===== src/rtl/mode_cmd_pkg.sv =====
// Shared types and constants for the mode/data command issuer.
package mode_cmd_pkg;

  // Bus and op-code widths; the request struct and FIFO storage are sized from these.
  localparam int unsigned DW  = 14;
  localparam int unsigned OPW = 3;

  typedef enum logic [1:0] {
    StIdle,
    StSetup,
    StStrobe,
    StWait
  } cmd_state_e;

  // Mode op codes understood by the decoder.
  localparam logic [OPW-1:0] OpNop    = 3'b000;
  localparam logic [OPW-1:0] OpLoad   = 3'b001;
  localparam logic [OPW-1:0] OpStore  = 3'b010;
  localparam logic [OPW-1:0] OpMode   = 3'b101;
  localparam logic [OPW-1:0] OpReset  = 3'b111;

  typedef struct packed {
    logic [OPW-1:0] op;
    logic [DW-1:0]  data;
    logic           swap;
  } cmd_req_t;

endpackage


===== src/rtl/cmd_fifo.sv =====
// Request FIFO: DEPTH entries of cmd_req_t, registered occupancy count.
module cmd_fifo
  import mode_cmd_pkg::*;
#(
  parameter int unsigned DEPTH = 4
) (
  input  logic                     clk,
  input  logic                     rst,
  input  logic                     push_i,
  input  cmd_req_t                 push_data_i,
  input  logic                     pop_i,
  output cmd_req_t                 head_o,
  output logic [$clog2(DEPTH):0]   count_o
);

  localparam int unsigned PtrW = $clog2(DEPTH);
  localparam int unsigned CntW = $clog2(DEPTH) + 1;

  cmd_req_t            mem_q [DEPTH];
  cmd_req_t            mem_d [DEPTH];
  logic [PtrW-1:0]     wr_ptr_q, wr_ptr_d;
  logic [PtrW-1:0]     rd_ptr_q, rd_ptr_d;
  logic [CntW-1:0]     count_q, count_d;

  assign head_o  = mem_q[rd_ptr_q];
  assign count_o = count_q;

  // Pointer, count and storage next state; pointers wrap since DEPTH is a power of 2.
  always_comb begin
    mem_d    = mem_q;
    wr_ptr_d = wr_ptr_q;
    rd_ptr_d = rd_ptr_q;
    count_d  = count_q;
    if (push_i) begin
      mem_d[wr_ptr_q] = push_data_i;
      wr_ptr_d        = wr_ptr_q + PtrW'(1);
    end
    if (pop_i) begin
      rd_ptr_d = rd_ptr_q + PtrW'(1);
    end
    if (push_i && !pop_i) begin
      count_d = count_q + CntW'(1);
    end else if (!push_i && pop_i) begin
      count_d = count_q - CntW'(1);
    end
  end

  // State registers; reset flushes the FIFO.
  always_ff @(posedge clk or posedge rst) begin
    if (rst) begin
      mem_q    <= '{default: '0};
      wr_ptr_q <= '0;
      rd_ptr_q <= '0;
      count_q  <= '0;
    end else begin
      mem_q    <= mem_d;
      wr_ptr_q <= wr_ptr_d;
      rd_ptr_q <= rd_ptr_d;
      count_q  <= count_d;
    end
  end

endmodule


===== src/rtl/mode_cmd_issuer.sv =====
// Issues buffered mode/data commands one at a time: setup, strobe, wait for done or timeout.
module mode_cmd_issuer
  import mode_cmd_pkg::*;
#(
  parameter int unsigned DEPTH     = 4,
  parameter int unsigned SETUP_CYC = 2,
  parameter int unsigned TIMEOUT   = 15
) (
  input  logic                   clk,
  input  logic                   rst,
  input  logic                   req_valid,
  output logic                   req_ready,
  input  logic [OPW-1:0]         req_op,
  input  logic [DW-1:0]          req_data,
  input  logic                   req_swap,
  output logic [OPW-1:0]         cmd_op,
  output logic                   cmd_sel,
  output logic [DW-1:0]          cmd_a,
  output logic [DW-1:0]          cmd_b,
  output logic                   cmd_strobe,
  input  logic                   cmd_done,
  output logic                   busy,
  output logic                   err_timeout,
  input  logic                   err_clr,
  output logic [$clog2(DEPTH):0] fifo_count
);

  localparam int unsigned FcW    = $clog2(DEPTH) + 1;
  localparam int unsigned CntMax = (SETUP_CYC > TIMEOUT) ? SETUP_CYC : TIMEOUT;
  localparam int unsigned CntW   = $clog2(CntMax) + 1;

  cmd_state_e       state_q, state_d;
  logic [CntW-1:0]  cnt_q, cnt_d;
  logic [OPW-1:0]   cmd_op_q, cmd_op_d;
  logic             cmd_sel_q, cmd_sel_d;
  logic [DW-1:0]    cmd_a_q, cmd_a_d;
  logic [DW-1:0]    cmd_b_q, cmd_b_d;
  logic             cmd_strobe_q, cmd_strobe_d;
  logic             busy_q, busy_d;
  logic             err_q, err_d;
  logic             push, pop, timeout_hit;
  cmd_req_t         push_req, head;

  // Ready is decoded from the registered count, so a same-cycle pop never frees a slot.
  assign req_ready = (fifo_count < FcW'(DEPTH));
  assign push      = req_valid & req_ready;
  assign push_req  = '{op: req_op, data: req_data, swap: req_swap};

  cmd_fifo #(
    .DEPTH(DEPTH)
  ) u_fifo (
    .clk        (clk),
    .rst        (rst),
    .push_i     (push),
    .push_data_i(push_req),
    .pop_i      (pop),
    .head_o     (head),
    .count_o    (fifo_count)
  );

  // Sequencer next state, counter, bus steering and sticky error.
  always_comb begin
    state_d      = state_q;
    cnt_d        = cnt_q;
    cmd_op_d     = cmd_op_q;
    cmd_sel_d    = cmd_sel_q;
    cmd_a_d      = cmd_a_q;
    cmd_b_d      = cmd_b_q;
    cmd_strobe_d = 1'b0;
    pop          = 1'b0;
    timeout_hit  = 1'b0;
    case (state_q)
      StIdle: begin
        if (fifo_count != '0) begin
          pop       = 1'b1;
          cmd_op_d  = head.op;
          cmd_sel_d = head.swap;
          cmd_a_d   = head.swap ? '0 : head.data;
          cmd_b_d   = head.swap ? head.data : '0;
          cnt_d     = '0;
          state_d   = StSetup;
        end
      end
      StSetup: begin
        if (cnt_q == CntW'(SETUP_CYC - 1)) begin
          state_d      = StStrobe;
          cmd_strobe_d = 1'b1;
        end else begin
          cnt_d = cnt_q + CntW'(1);
        end
      end
      StStrobe: begin
        state_d = StWait;
        cnt_d   = '0;
      end
      StWait: begin
        if (cmd_done) begin
          state_d = StIdle;
        end else if (cnt_q == CntW'(TIMEOUT - 1)) begin
          timeout_hit = 1'b1;
          state_d     = StIdle;
        end else begin
          cnt_d = cnt_q + CntW'(1);
        end
      end
      default: state_d = StIdle;
    endcase
    busy_d = (state_d != StIdle);
    // A new timeout wins over a clear in the same cycle.
    err_d = err_q;
    if (err_clr) err_d = 1'b0;
    if (timeout_hit) err_d = 1'b1;
  end

  // Registered state and outputs.
  always_ff @(posedge clk or posedge rst) begin
    if (rst) begin
      state_q      <= StIdle;
      cnt_q        <= '0;
      cmd_op_q     <= '0;
      cmd_sel_q    <= 1'b0;
      cmd_a_q      <= '0;
      cmd_b_q      <= '0;
      cmd_strobe_q <= 1'b0;
      busy_q       <= 1'b0;
      err_q        <= 1'b0;
    end else begin
      state_q      <= state_d;
      cnt_q        <= cnt_d;
      cmd_op_q     <= cmd_op_d;
      cmd_sel_q    <= cmd_sel_d;
      cmd_a_q      <= cmd_a_d;
      cmd_b_q      <= cmd_b_d;
      cmd_strobe_q <= cmd_strobe_d;
      busy_q       <= busy_d;
      err_q        <= err_d;
    end
  end

  assign cmd_op      = cmd_op_q;
  assign cmd_sel     = cmd_sel_q;
  assign cmd_a       = cmd_a_q;
  assign cmd_b       = cmd_b_q;
  assign cmd_strobe  = cmd_strobe_q;
  assign busy        = busy_q;
  assign err_timeout = err_q;

endmodule


===== config.mk =====
export PLATFORM = sky130hd
export DESIGN_NAME = mode_cmd_issuer
export DESIGN_NICKNAME = d
export VERILOG_FILES = /design/src/rtl/mode_cmd_pkg.sv /design/src/rtl/cmd_fifo.sv /design/src/rtl/mode_cmd_issuer.sv
export SDC_FILE = /design/constraint.sdc
export NUM_CORES = 1
export LEC_CHECK = 0
export CORE_MARGIN = 2
export CORE_UTILIZATION = 28
export DETAILED_ROUTE_END_ITERATION = 8
export HOLD_SLACK_MARGIN = 0.05
export SLEW_MARGIN = 10
export SYNTH_ARGS = -nofsm -noshare
export SYNTH_HDL_FRONTEND = slang
export SYNTH_SLANG_ARGS = --single-unit

===== constraint.sdc =====
create_clock -name clk -period 5.3 [get_ports clk]
set_input_delay 1.06 -clock clk [delete_from_list [all_inputs] [get_ports clk]]
set_output_delay 1.06 -clock clk [all_outputs]
set_load 0.05 [all_outputs]

**Run 1: local utilization**

14 x 14 tiles, from white (low) to dark blue (high), 0 to 100% covered.
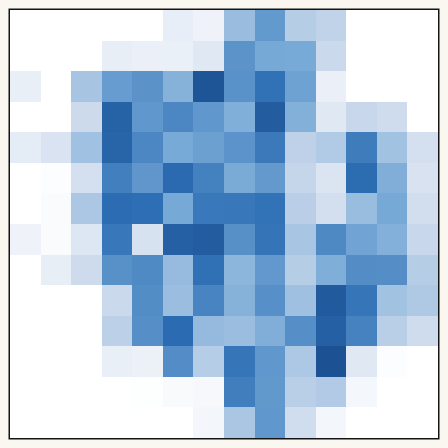
nearly empty tiles = 27%
fullest tile = 86%
densest ninth of the die = middle

**Run 1: close-up of the layout**

Region (96, 96) to (116, 116) um. Cells in gray, sequential cells in the stronger gray; small squares are vias.
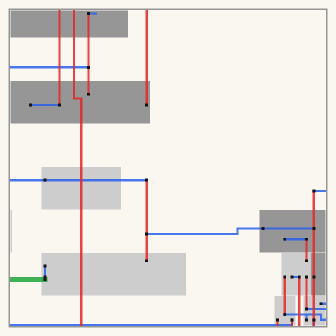
met3 -> green
met1 -> blue
met2 -> red
netlist names of flops here include = `cmd_a` (2)
sequential cells in the window = 2
cells with their middle in the window = 7
most frequent = o21ai_0 (2), dfrtp_1 (2)

==> impl.org, run 1 <==
#+TITLE: Flow metrics

** Outcome
- Result of the run :: completed

** Detailed routing
- After detailed routing, the wire length on met1 is 5.17 mm.
- Mean number of vias per cell :: 4.57
- Per the detail_route log, the uppermost layer with routed signals is met4.
- The violation tally recorded at the end of detailed-routing iteration 0 is 125.
- Met3 WL :: 531 um
- In the detailed route, the total length drawn on met2 is 5.49 mm.
- Per the detail_route report, DRC violations left total 0.
- After detailed routing, the average wire length per cell comes to 16.1 um.
- Per the detail_route report, the via count comes to 3224.
- The first TritonRoute pass finished after 5 iterations.

** Timing
- Worst-case hold slack :: 0.475 ns
- Count of final hold-check violations :: 0
- For the final routed database, the setup TNS stands at 0 ns.
- For the pin with the worst max-slew slack, the measured transition is 1.06 ns.
- Final setup violating endpoints :: 0
- The routed design could run at a clock period as short as 2.90 ns.
- Based on the critical path, the design can be clocked at up to 0.345 GHz.

** Run
- Max-capacitance violation count :: 0
- In this run the tools logged warnings totalling 31.

** Final layout
- # diodes :: 1
- After layout the clock buffers and inverters come to 8.71% of cell area.
- Non-clock inverter count in the final layout :: 11
- Most instantiated logic cells after routing :: sky130_fd_sc_hd__dfrtp_1, sky130_fd_sc_hd__mux2_2, sky130_fd_sc_hd__nand2_1
- Comb gates :: 240
- The layout summary lists the proportion of cells stronger than drive strength 1 as 29.8%.
- After filler insertion, the fill cell instance count of the layout stands at 1757.
- The fraction of cell area in sequential cells is reported as 45.2%.
- The layout report lists the multi-input gate area as 0.00210 mm2.
- Register area :: 0.00303 mm2
- Among all cell classes, the greatest summed area belongs to sequential cells.

** Die
- The floorplan has 50 rows.
- Die width :: 141 um

** Global routing
- Met1 GRT Util :: 15.2%
- Most crowded layer after global routing :: met2
- The global routing report lists combined usage of all routing layers as 12.4%.
- GR met2 Demand/Resource :: 20.0%
- The total overflow left after global routing is 0.
- For met3 alone, demand over resource in global routing was 4.52%.
- Number of global-route vias before repair :: 3460

** Critical path
- Endpoint of the worst register-to-register path :: cmd_b[11]
- Source of the critical timing path :: req_valid
- Reg2Reg Setup Slack :: 2.95 ns
- The signal on the critical path passes through clkdlybuf4s50_1 > nor2b_1 > ha_1 > inv_1 > fa_1 > xor2_1 > nor2_1 > xnor2_1.
- Number of cell instances on the worst register-to-register path :: 5
- The most critical setup path has its endpoint at u_fifo.count_o[2].
- Launching element type of the critical path :: input port
- STA puts the critical path data required time at 5.64 ns.

** Synthesis
- Area leader, netlist :: sky130_fd_sc_hd__dfrtp_1
- Post-synthesis, Yosys gives the total cell area as 0.00527 mm2.
- Number of distinct library cell variants in the gate-level netlist after synthesis :: 37
- Sequential fraction of the synthesis area :: 57.4%
- In this run, synthesis inferred 0 flip-flops with an integrated enable.
- Once synthesis finished, the tally of register bits stood at 121.
- Syn Std Cell Area :: 0.00527 mm2
- Per the synth stats, the proportion of register bits with asynchronous set or reset is 100%.
- Per the post-synthesis report, the nets total 423.
- In the synthesized netlist, the number of instances is 391.
- Largest cells by area after synthesis :: sky130_fd_sc_hd__dfrtp_1, sky130_fd_sc_hd__mux2_2, sky130_fd_sc_hd__mux4_2, sky130_fd_sc_hd__nand2_1, sky130_fd_sc_hd__o21ai_0
- Most popular library cell in the synthesized design by count :: sky130_fd_sc_hd__dfrtp_1

** Pwr
- The biggest slice of the total power is consumed by combinational cells.
- Of the total power, the clock network draws 24.5%.
- Summed over all combinational cells, the power is 1.87 mW.
- Cell Pwr Density :: 688 mW/mm2
- In this run the VDD rail shows a maximum IR drop of 279 uV.
- For the clock group, total power comes out at 1.13 mW.
- Part of the power in combinational logic :: 40.6%
- The analysis attributes to net switching a power of 1.67 mW.
- Leakage :: 2.89 nW
- The power report shows net switching accounting for 36.3% of the total.
- Sequential cells account for 34.9% of the total power.

** CTS
- H-Tree Depth :: 4
- Per the post-CTS timing run, clock transition at the registers of the reported paths is 0.05 ns.
- Setup Fix Bufs, Post-CTS :: 0
- Looking at the clock tree report, the root buffer type is sky130_fd_sc_hd__clkbuf_16.
- Number of cells upsized or downsized after cts :: 0
- Cts hold-fix bufs :: 0
- Counting along the longest clock path gives a buffer depth of 2.
- Number of buffers inserted during clock tree synthesis :: 17
- The clock reaches the later pin of the worst-skew pair after 0.42 ns.

** Placement
- Post-DP HPWL :: 7.53 mm
- After its last routability iteration, the placer logged a weighted congestion of 0.688.
**Run 1: drive-strength map**

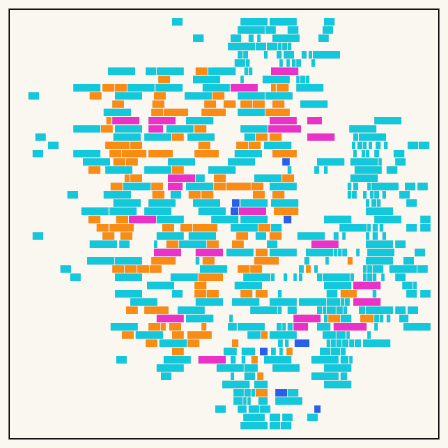
drive 1 or less -> cyan  # cells 330, most used dfrtp_1
drive 3 to 4 -> blue  # cells 8, most used buf_4
drive 2 -> orange  # cells 109, most used mux2_2
drive 6 and up -> magenta  # cells 23, most used clkbuf_16

## run 1: kinds of logic after synthesis
family | synth area share [%]
xor+xnor | 0.997
fa+ha+maj | 2.28
buf+inv | 2.82
compound gates | 4.11
simple gates | 7.90
mux | 24.5
flops | 57.4
## run 1: critical path: cells and delay by family
family | cells | cell delay (ns)
adder cells (fa/ha/maj) | 2 | 0.69
AND/OR/NAND/NOR | 2 | 0.69
XOR/XNOR | 2 | 0.29
buffers and inverters | 2 | 0.52
## run 1: through the flow
stage          instance area, um2  utilization [%]  cells  setup WS (ns)
2_1_floorplan                5270                -    391           1.03
3_3_place_gp                 6110             32.9    672           2.05
3_5_place_dp                 6110             32.9    672           1.96
4_1_cts                      6690             36.0    704           2.39
5_1_grt                      6690             36.0    704           2.22
6_report                     6690             36.0    705           2.40
==> inputs of run 2 (changes only) <==
clock period = 2.75 ns   (was 5.3 ns; I/O delays follow)
**Run 2: close-up of the layout**

Region (96, 96) to (116, 116) um. Cells in gray, sequential cells in the stronger gray; small squares are vias.
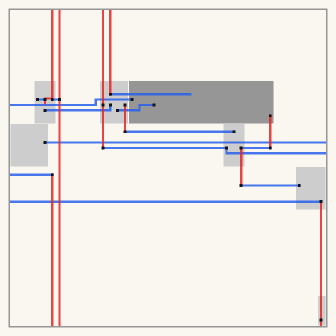

**Run 2: placement view**

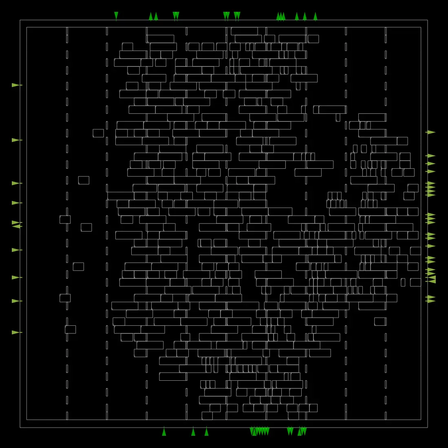
Taps Inserted: 234
utilization after layout: 36.4%
final std cells w/o fill: 706

==> run 2 against run 1 <==
- core utilization rose by 0.41 points
- sequential share of layout area fell by 0.51 points
- total power rose by 97%
- die size did not move
- global-route usage fell by 0.20 points
- critical path type is now reg -> out
- largest cell class unchanged
==> impl.org, run 2 <==
#+TITLE: Flow metrics

** Detailed routing
- Detail Route met2 WL :: 5.36 mm (-2.4%)
- The detailed-routing iteration count for the pre-antenna-repair pass came to 4 (-1).
- The vias after detailed routing came to 3266 (+1.3%).
- The DRC marker count from the first detailed-route iteration is 207 (+66%).

** Pwr
- Leakage :: 2.91 nW (+0.50%)
- Power of the clock network :: 2.33 mW (+110%)
- The combinational cell power is 3.67 mW (+96%).
- Worst IR Drop VDD :: 474 uV (+70%)
- The net switching fraction of the power was 36.9% (+0.55 points).
- The clock share of power was 25.7% (+1.2 points).
- Reported net switching power :: 3.35 mW (+100%)
- The proportion of power drawn by flip-flops and latches came to 33.9% (-1.0 points).
- Main power-consuming group :: combinational cells

** Synthesis
- The count of state elements after synthesis was 121 (unchanged).
- The net count after synthesis was 423 (unchanged).
- The aoi/oai-family share of the synthesized area is 4.11% (unchanged).
- Sequential fraction of the synthesis area :: 57.4% (unchanged)
- The number of different library cells in the post-synthesis netlist was 37 (unchanged).
- Ranked by total cell area, the synthesized netlist is headed by sky130_fd_sc_hd__dfrtp_1, sky130_fd_sc_hd__mux2_2, sky130_fd_sc_hd__mux4_2, sky130_fd_sc_hd__nand2_1, sky130_fd_sc_hd__o21ai_0.
- The async set or reset register ratio after synthesis is 100% (unchanged).
- Area reported by Yosys stat :: 0.00527 mm2 (unchanged)
- Main kind of combinational logic by area :: multiplexers
- The number of synthesized flops with an enable pin came to 0 (unchanged).

** Timing
- The final tally of hold violations is 0 (unchanged).
- Final sum of negative setup slack :: 0 ns (unchanged)
- Final setup violating endpoints :: 0 (unchanged)
- Worst-case hold slack :: 0.420 ns (-0.0545 ns)

** Global routing
- Most crowded layer after global routing :: met2
- The met2 routing resource usage after global routing was 19.2% (-0.79 points).
- Number of global-route vias before repair :: 3545 (+2.5%)
- Total overflow reported by the global router :: 0 (unchanged)
- The global-route track usage on met1 came to 15.4% (+0.12 points).

** CTS
- The number of buffers on the longest clock path is 2 (unchanged).
- The clock transition at the registers of the reported paths is 0.06 ns (about the same).
- The clock network latency to the later pin of the worst-skew pair is 0.42 ns (about the same).
- Number of buffers inserted during clock tree synthesis :: 17 (unchanged)
- The number of setup buffers added after CTS was 0 (unchanged).
- H-Tree Depth :: 4 (unchanged)

** Placement
- Instance area after placement :: 0.00614 mm2 (+0.55%)
- Setup Slack @ Placement :: 0.418 ns (-1.54 ns)

** Final layout
- The share of post-route cells with drive strength above 1 came to 30.4% (+0.57 points).

** Outcome
- The run finished with clean final reports.

** Die
- Die width :: 141 um (unchanged)

** Critical path
- Reg2Reg Setup Slack :: 0.69 ns (-2.26 ns)
- Worst path bufs/invs :: 2 (unchanged)
- The timing report attributes the biggest portion of critical-path delay to buffers and inverters.

** Run
- The number of warnings in the stage logs was 34 (+9.7%).
**Run 2: pin placement**

Scale bar: 50 um. Pins as bars across the die edge, other pins in gray.
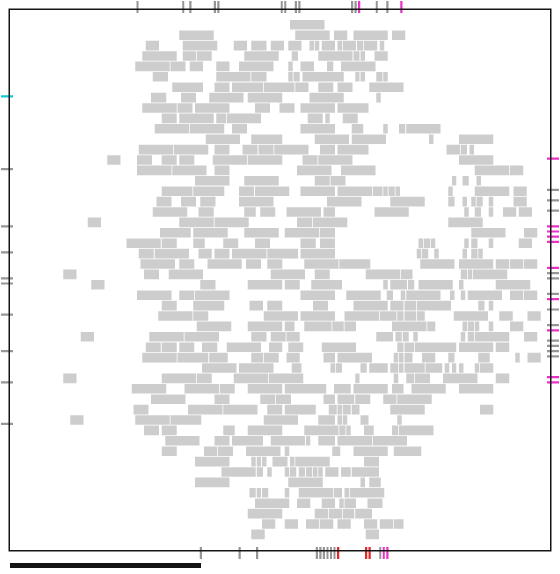
`fifo_count` -> red  # pins 3, direction output, edge bottom
`cmd_b` -> magenta  # pins 14, direction output, edge 10 right, 2 bottom, 2 top
`clk` -> cyan  # pins 1, direction input, edge left
all pins by edge = 22 right, 15 bottom, 15 top, 10 left

## run 2: area by class of cell
| cell class | count | area [um2] |
|---|---|---|
| antenna | 1 | 2.50 |
| clock buffer | 18 | 439 |
| clock inverter | 14 | 186 |
| fill | 1726 | 11800 |
| inverter | 11 | 45.0 |
| multi-input combinational | 240 | 2100 |
| sequential | 121 | 3030 |
| tap | 234 | 293 |
| timing repair buffer | 67 | 681 |
## run 2: path summary, 6_finish.rpt
path	from	endpoint
setup / recovery	u_fifo.count_o[2]	req_ready
hold / removal	rst	cmd_b[11]
setup reg to reg	u_fifo.count_o[0]	u_fifo.count_o[2]
hold reg to reg	cmd_b[5]	cmd_b[5]
max in group asynchronous	rst	u_fifo.mem_q[41]
min in group clk	cmd_b[5]	cmd_b[5]
==> inputs of run 3 (changes only) <==
clock period = 2.3 ns   (was 2.75 ns; I/O delays follow)
**Run 3: close-up of the layout**

Region (96, 96) to (116, 116) um. Cells in gray, sequential cells in the stronger gray; small squares are vias.
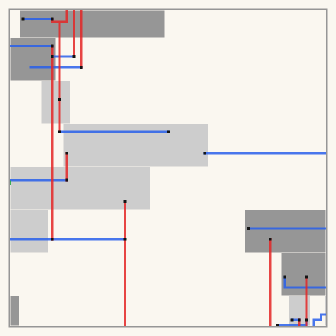
met1 -> blue
met2 -> red
met3 -> green
cells with their middle in the window = 7
sequential cells in the window = 2
netlist names of flops here include = `cmd_a` (1), `cmd_b` (1)
most frequent = clkbuf_16 (2), dfrtp_1 (2)

**Run 3: pin placement**

Scale bar: 50 um. Pins as bars across the die edge, other pins in gray.
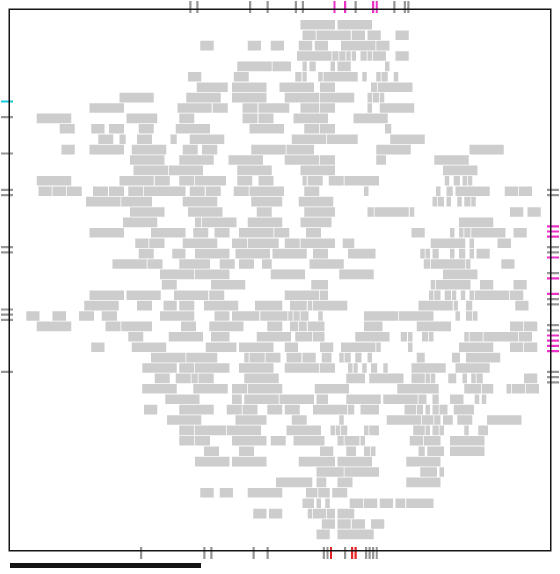
`cmd_b` -> magenta  # pins 14, direction output, edge 10 right, 4 top
`clk` -> cyan  # pins 1, direction input, edge left
`fifo_count` -> red  # pins 3, direction output, edge bottom
all pins by edge = 22 right, 15 bottom, 14 top, 11 left
Die Ht: 141 um
die width: 141 um

==> run 3 against run 2 <==
- worst setup slack got worse by 0.36 ns
- core utilization rose by 0.40 points
- register-to-register slack got worse by 0.43 ns
- wire length rose by 0.89%
- area after synthesis did not move
- synthesized cell count did not move
- critical path type unchanged
==> impl.org, run 3 <==
#+TITLE: Flow metrics

** Outcome
- Result of the run :: completed

** Final layout
- The layout filler cell count is 1759 (+1.9%).
- The share of the core filled with cells in the final layout was 36.8% (+0.40 points).
- Layout buffer count excluding clock buffers :: 74 (+10%)
- The footprint of the flip-flops and latches came to 0.00303 mm2 (+0.12%).
- The number of flip-flops and latches is 121 (unchanged).
- The number of antenna repair diodes was 0 (-1).
- The biggest slice of the area belongs to sequential cells.
- The post-route non-filler standard cell count is 711 (+0.71%).
- Once layout is done, the placed cells without fillers occupy 0.00684 mm2.
- The total number of multi-input combinational cells came to 240 (unchanged).
- Non-clock inverter count in the final layout :: 11 (unchanged)
- The clock distribution area overhead in the final layout is 8.63% (-0.61 points).
- Comb/total area :: 30.7% (-0.26 points)
- Register share of the cell area :: 44.3% (-0.43 points)
- Non-clock buffer area fraction after layout :: 11.4% (+1.4 points)
- The share of post-route cells with drive strength above 1 came to 31.7% (+1.3 points).
- Combinational Area :: 0.00210 mm2 (+0.24%)
- The number of clock buffers in the layout was 23 (+5).

** Global routing
- Number of antenna violations at the first check in global routing :: 0
- Overall global routing resource usage :: 12.2%
- The total grt overflow was 0 (unchanged).
- The number of global-route vias before repair came to 3432 (-3.2%).
- The first global-routing pass estimated 18.5 mm of wire.

** Detailed routing
- Number of DRC violations after detailed-routing iteration 0 :: 187 (-9.7%)
- In this run the remaining antenna-violating nets after routing total 0.
- Signal routing reaches up to met4.
- Mean number of vias per cell :: 4.60
- Detailed routing placed a total of 545 um of wire on met3.
- Metal1 wirelength :: 5.14 mm
- The detailed-routing iteration count for the pre-antenna-repair pass was 4 (unchanged).
- The vias after detailed routing came to 3269 (+0.092%).
- Detail Route met2 WL :: 5.52 mm (+3.1%)
- Wirelength per Cell :: 16.0 um

** Synthesis
- Yosys stat cell total :: 391
- The Yosys step of the flow raised 0 warnings.
- Register bit total from synthesis :: 121 (unchanged)
- Count of flip-flops with a built-in enable after synthesis :: 0 (unchanged)
- Largest cells by area after synthesis :: sky130_fd_sc_hd__dfrtp_1, sky130_fd_sc_hd__mux2_2, sky130_fd_sc_hd__mux4_2, sky130_fd_sc_hd__nand2_1, sky130_fd_sc_hd__o21ai_0
- Of the combinational cells, the family taking the most area is multiplexers.
- The chip area from the yosys synthesis statistics is 0.00527 mm2 (unchanged).
- The net count after synthesis is 423 (unchanged).
- Synthesis handed over a netlist of 391 instances.
- The async set or reset register ratio after synthesis is 100% (unchanged).
- Yosys xor share :: 0.997%
- And-or/or-and share of the synthesized area :: 4.11% (unchanged)
- In this run the biggest area consumer among cell types represents 57.4% of the synthesized area.
- Most popular library cell in the synthesized design by count :: sky130_fd_sc_hd__dfrtp_1
- The number of different library cells in the post-synthesis netlist is 37 (unchanged).
- The post-synthesis sequential area ratio came to 57.4% (unchanged).

** Critical path
- Grouping stages by cell kind, the critical path spends the most delay in buffers and inverters.
- Maximum cell stage delay along the critical path :: 0.81 ns
- Worst Setup Path Type :: reg -> out
- Worst Path Required :: 1.84 ns
- Source of the critical timing path :: u_fifo.count_o[2]
- Per the timing report, the most critical flop-to-flop path originates at u_fifo.count_o[0].
- Walking the critical path from launch to capture passes 2 cell instances.
- CP endpoint kind :: output pin
- Worst path bufs/invs :: 2 (unchanged)
- Critical-path top delay cell :: sky130_fd_sc_hd__clkdlybuf4s50_1

** Pwr
- Worst IR Drop VDD :: 624 uV (+32%)
- The net switching fraction of the power was 36.1% (-0.76 points).
- The switching power is 3.90 mW (+17%).
- The power consumed by the clock network is 2.63 mW (+13%).
- The biggest slice of the total power is consumed by combinational cells.
- The combinational cell power came to 4.54 mW (+24%).
- Power share of the sequential group :: 33.7% (-0.2 points)
- Clock power share :: 24.3% (-1.4 points)
- The static leakage is 2.96 nW (+1.7%).

** CTS
- The number of buffers on the longest clock path was 2 (unchanged).
- The clock transition at the registers of the reported paths is 0.06 ns (about the same).
- TritonCTS built the clock tree.
- Insertion delay to the later sink of the worst-skew pair :: 0.41 ns (about the same)
- The H-tree depth reported by CTS is 4 (unchanged).
- The number of setup buffers added after CTS is 0 (unchanged).
- Number of buffers inserted during clock tree synthesis :: 17 (unchanged)

** Placement
- The post-detailed-placement cell area is 0.00625 mm2 (+1.8%).
- Total instance count after detailed placement :: 680
- Setup Slack @ Placement :: 0.0546 ns (-0.363 ns)

** Timing
- Worst-case hold slack :: 0.484 ns (+0.0643 ns)
- Final setup violating endpoints :: 0 (unchanged)
- The worst path uses 95.1% of the clock period.
- Count of final hold-check violations :: 0 (unchanged)
- Final sum of negative setup slack :: 0 ns (unchanged)

** Run
- The number of warnings in the stage logs was 33 (-2.9%).

** Die
- The well-tap cell count came to 234 (unchanged).

** Worst hold path
- Worst Min Path Start :: cmd_a[6]
**Run 3: local utilization**

14 x 14 tiles, from white (low) to dark blue (high), 0 to 100% covered.
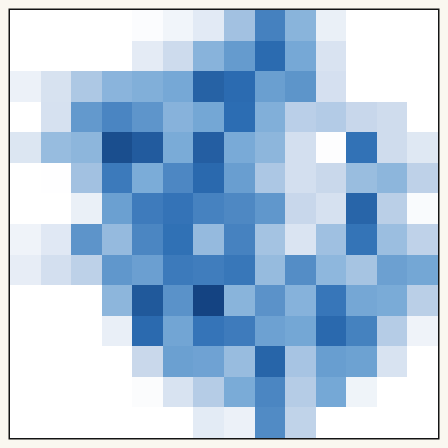
densest ninth of the die = middle
tiles over 75% full = 7.1%
mean over tiles = 33%
nearly empty tiles = 27%

==> run 3: cell types whose count changed in the layout (fill, tap and decap cells not counted), sizes merged <==
cell / change
diode: -1
bufinv: -1
clkbuf: +5
clkinv: +3
inv: -7
buf: +7
clkinvlp: -1
==> run 3: metal layers <==
metal	track usage, %	vias up
li1	-	1521
met1	15.3	1670
met2	19.6	60
met3	4.48	18
met4	4.05	0
met5	0	-
==> run 3: worst paths after layout <==
check	endpoint	slack (ns)
max	req_ready	0.11
min	cmd_a[6]	0.48
max reg2reg	u_fifo.count_o[2]	0.26
min reg2reg	cmd_a[6]	0.48
max in group asynchronous	u_fifo.mem_q[27]	1.22
min in group asynchronous	cnt_q[0]	0.57
Power and IR drop assume default switching activity.
